[src/rtl/regfile_pkg.sv]
// Shared sizes and the write-back priority state for the register-file
// write-back arbiter and its load scoreboard.
package regfile_pkg;

  localparam int NREG   = 8;
  localparam int ADDR_W = 3;
  localparam int DATA_W = 16;

  typedef enum logic {
    MEM_PRI = 1'b0,
    ALU_PRI = 1'b1
  } pri_state_e;

endpackage

[src/rtl/regfile_scoreboard.sv]
// Pending-load scoreboard: one busy bit per register, set on load issue,
// cleared when the load data is written back, plus the decode stall lookup.
module regfile_scoreboard
  import regfile_pkg::*;
(
  input  logic              clk_i,
  input  logic              rst_ni,
  input  logic              set_en_i,
  input  logic [ADDR_W-1:0] set_idx_i,
  input  logic              clr_en_i,
  input  logic [ADDR_W-1:0] clr_idx_i,
  input  logic [ADDR_W-1:0] dec_src0_i,
  input  logic [ADDR_W-1:0] dec_src1_i,
  input  logic [ADDR_W-1:0] dec_dest_i,
  output logic [NREG-1:0]   busy_o,
  output logic              dec_stall_o
);

  logic [NREG-1:0] busy_q, busy_d;

  // The set is applied after the clear so a new load to the same register wins.
  always_comb begin
    busy_d = busy_q;
    if (clr_en_i) busy_d[clr_idx_i] = 1'b0;
    if (set_en_i) busy_d[set_idx_i] = 1'b1;
  end

  always_ff @(posedge clk_i or negedge rst_ni) begin
    if (!rst_ni) busy_q <= '0;
    else         busy_q <= busy_d;
  end

  assign busy_o      = busy_q;
  assign dec_stall_o = busy_q[dec_src0_i] | busy_q[dec_src1_i] | busy_q[dec_dest_i];

endmodule

[src/rtl/regfile_wb_arbiter.sv]
// Write-back arbiter for the single register-file write port: MEM has
// priority by default, a starved ALU request forces one ALU-priority grant.
module regfile_wb_arbiter
  import regfile_pkg::*;
#(
  parameter int STARVE_MAX = 3
) (
  input  logic              clk_i,
  input  logic              rst_ni,
  input  logic              alu_valid_i,
  input  logic [ADDR_W-1:0] alu_dest_i,
  input  logic [DATA_W-1:0] alu_data_i,
  output logic              alu_ready_o,
  input  logic              mem_valid_i,
  input  logic [ADDR_W-1:0] mem_dest_i,
  input  logic [DATA_W-1:0] mem_data_i,
  output logic              mem_ready_o,
  input  logic              ld_issue_i,
  input  logic [ADDR_W-1:0] ld_dest_i,
  input  logic [ADDR_W-1:0] dec_src0_i,
  input  logic [ADDR_W-1:0] dec_src1_i,
  input  logic [ADDR_W-1:0] dec_dest_i,
  output logic              dec_stall_o,
  output logic              rf_wen_o,
  output logic [ADDR_W-1:0] rf_dest_o,
  output logic [DATA_W-1:0] rf_wdata_o,
  output logic [NREG-1:0]   busy_o,
  output logic              err_o
);

  pri_state_e        state_q, state_d;
  logic [3:0]        starve_q, starve_d;
  logic              rf_wen_q, wb_is_mem_q;
  logic [ADDR_W-1:0] rf_dest_q;
  logic [DATA_W-1:0] rf_wdata_q;
  logic              err_q, err_d;
  logic              alu_grant, mem_grant;
  logic [NREG-1:0]   busy;

  // Readiness follows valid and state; the starve counter promotes the ALU
  // for exactly one grant once it has lost STARVE_MAX consecutive cycles.
  always_comb begin
    alu_ready_o = 1'b0;
    mem_ready_o = 1'b0;
    state_d     = state_q;
    starve_d    = starve_q;
    unique case (state_q)
      MEM_PRI: begin
        mem_ready_o = mem_valid_i;
        alu_ready_o = alu_valid_i & ~mem_valid_i;
      end
      ALU_PRI: begin
        alu_ready_o = alu_valid_i;
        mem_ready_o = mem_valid_i & ~alu_valid_i;
      end
      default: ;
    endcase
    if (alu_valid_i & ~alu_ready_o) begin
      if (starve_q + 4'd1 >= 4'(STARVE_MAX)) begin
        state_d  = ALU_PRI;
        starve_d = 4'd0;
      end else begin
        starve_d = starve_q + 4'd1;
      end
    end
    if (alu_valid_i & alu_ready_o) begin
      starve_d = 4'd0;
      state_d  = MEM_PRI;
    end
  end

  assign alu_grant = alu_valid_i & alu_ready_o;
  assign mem_grant = mem_valid_i & mem_ready_o;
  assign err_d = err_q | (alu_grant & busy[alu_dest_i]) | (mem_grant & ~busy[mem_dest_i]);

  always_ff @(posedge clk_i or negedge rst_ni) begin
    if (!rst_ni) begin
      state_q  <= MEM_PRI;
      starve_q <= 4'd0;
      err_q    <= 1'b0;
    end else begin
      state_q  <= state_d;
      starve_q <= starve_d;
      err_q    <= err_d;
    end
  end

  // Write latch: address and data hold when nothing is granted.
  always_ff @(posedge clk_i or negedge rst_ni) begin
    if (!rst_ni) begin
      rf_wen_q    <= 1'b0;
      wb_is_mem_q <= 1'b0;
      rf_dest_q   <= '0;
      rf_wdata_q  <= '0;
    end else if (alu_grant | mem_grant) begin
      rf_wen_q    <= 1'b1;
      wb_is_mem_q <= mem_grant;
      rf_dest_q   <= mem_grant ? mem_dest_i : alu_dest_i;
      rf_wdata_q  <= mem_grant ? mem_data_i : alu_data_i;
    end else begin
      rf_wen_q    <= 1'b0;
      wb_is_mem_q <= 1'b0;
    end
  end

  regfile_scoreboard u_scoreboard (
    .clk_i       (clk_i),
    .rst_ni      (rst_ni),
    .set_en_i    (ld_issue_i),
    .set_idx_i   (ld_dest_i),
    .clr_en_i    (rf_wen_q & wb_is_mem_q),
    .clr_idx_i   (rf_dest_q),
    .dec_src0_i  (dec_src0_i),
    .dec_src1_i  (dec_src1_i),
    .dec_dest_i  (dec_dest_i),
    .busy_o      (busy),
    .dec_stall_o (dec_stall_o)
  );

  assign busy_o     = busy;
  assign rf_wen_o   = rf_wen_q;
  assign rf_dest_o  = rf_dest_q;
  assign rf_wdata_o = rf_wdata_q;
  assign err_o      = err_q;

endmodule

[config.mk]
export PLATFORM = sky130hd
export DESIGN_NAME = regfile_wb_arbiter
export DESIGN_NICKNAME = d
export VERILOG_FILES = /design/src/rtl/regfile_pkg.sv /design/src/rtl/regfile_scoreboard.sv /design/src/rtl/regfile_wb_arbiter.sv
export SDC_FILE = /design/constraint.sdc
export NUM_CORES = 1
export LEC_CHECK = 0
export CAP_MARGIN = 10
export CORE_MARGIN = 2
export CORE_UTILIZATION = 30
export DETAILED_ROUTE_END_ITERATION = 7
export SETUP_SLACK_MARGIN = 0.05
export SLEW_MARGIN = 30
export SYNTH_ARGS = -nofsm -noshare
export SYNTH_HDL_FRONTEND = slang
export SYNTH_HIERARCHICAL = 1
export SYNTH_SLANG_ARGS = --single-unit
[constraint.sdc]
create_clock -name clk_i -period 2.3 [get_ports clk_i]
set_input_delay 0.69 -clock clk_i [delete_from_list [all_inputs] [get_ports clk_i]]
set_output_delay 0.69 -clock clk_i [all_outputs]
set_load 0.02 [all_outputs]
==> images/layers.png <==
Only two layers are drawn.
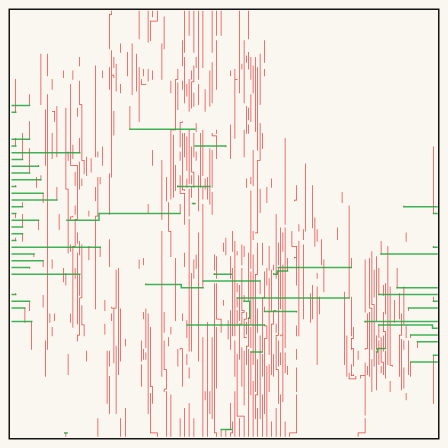
- red: M2 (wire length 2840 microns)
- green: M3 (wire length 363 microns)
total number of vias: 1861
GRT Resource Usage Total: 16.0%
DR WL/cell: 15.5 microns

==> images/port_trees.png <==
Bar = 20 microns.
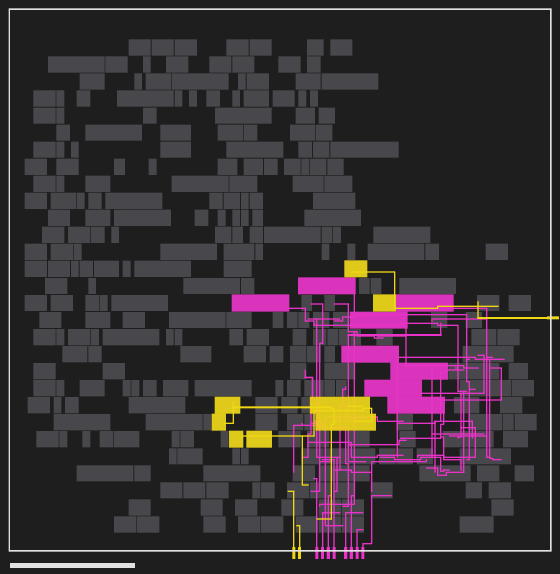
- yellow: `mem_dest_i` (bits 3; direction input; end cells 8; buffers 3; wire 141 microns)
- magenta: `busy_o` (bits 8; direction output; end cells 8; buffers 16; wire 772 microns)

==> impl_metrics.tcl <==
# implementation run metrics
set metrics [dict create \
    holdPathStages 2 \
    worstPathArrival_ps 1650 \
    log.warning_count 29 \
    inv_count 5 \
    critical_path.endpoint "dec_stall_o" \
    clk_pin_slew_ps 60 \
    utilization_after_layout_pct 49.3 \
    critical_path.reg2reg.endpoint "starve_q[1]$_DFFE_PN0P_" \
    violations "negative setup slack" \
    seq_area_share_pct 27.5 \
    layout_top_cell_excl_fill_tap "sky130_fd_sc_hd__clkdlybuf4s50_1" \
    post_synth.cell_area_avg_sq_um 10.7 \
    core_region_area_sq_mm 0.00646 \
    share_of_layout_cells_above_drive_strength_1_pct 21.2 \
    setup.reg_to_reg.worst_slack_ps 670 \
    dpl_cell_area_sq_mm 0.00306 \
    rsz0062_at_grt "true" \
    max_area_cell_class "combinational gates" \
    final.setup.worst_slack_ps -44.1 \
    seq_area_frac_synth_pct 43.2 \
    cell_count_final_fillers_out 370 \
    die_area_sq_mm 0.00743 \
    top_cell "sky130_fd_sc_hd__nor2_1" \
    setup_viol 1 \
    crit_start "dec_src0_i[0]" \
    status "finished, violations left" \
    htreeDepth 2 \
    yosys_register_bits 35 \
]
-- layer usage --
layer  GRT usage, %  share of wire [%]
met5              0                  0
met4           5.54                1.6
met3           4.00                6.3
met2           26.7                 50
met1           20.4                 43
-- critical path: stages --
cell	delay, ps
sky130_fd_sc_hd__buf_6	80
sky130_fd_sc_hd__mux4_2	490
sky130_fd_sc_hd__mux2i_1	160
sky130_fd_sc_hd__nand3_1	100
sky130_fd_sc_hd__buf_6	140
-- timing repair --
item,in CTS,in global routing
hold buffers,0,0
pin swaps,1,1
setup endpoints to repair,3,2
setup buffers,0,2
endpoints found under the hold margin,0,0
gates resized,48,2
-- where the power goes --
part	switching [mW]	leakage, nW	internal (mW)
clock network	0.220	0.0612	0.351
logic	0.446	0.850	0.560
registers	0.112	0.408	0.728
total	0.778	1.32	1.64
No activity file was given, so power comes from the tool's default toggle rates.
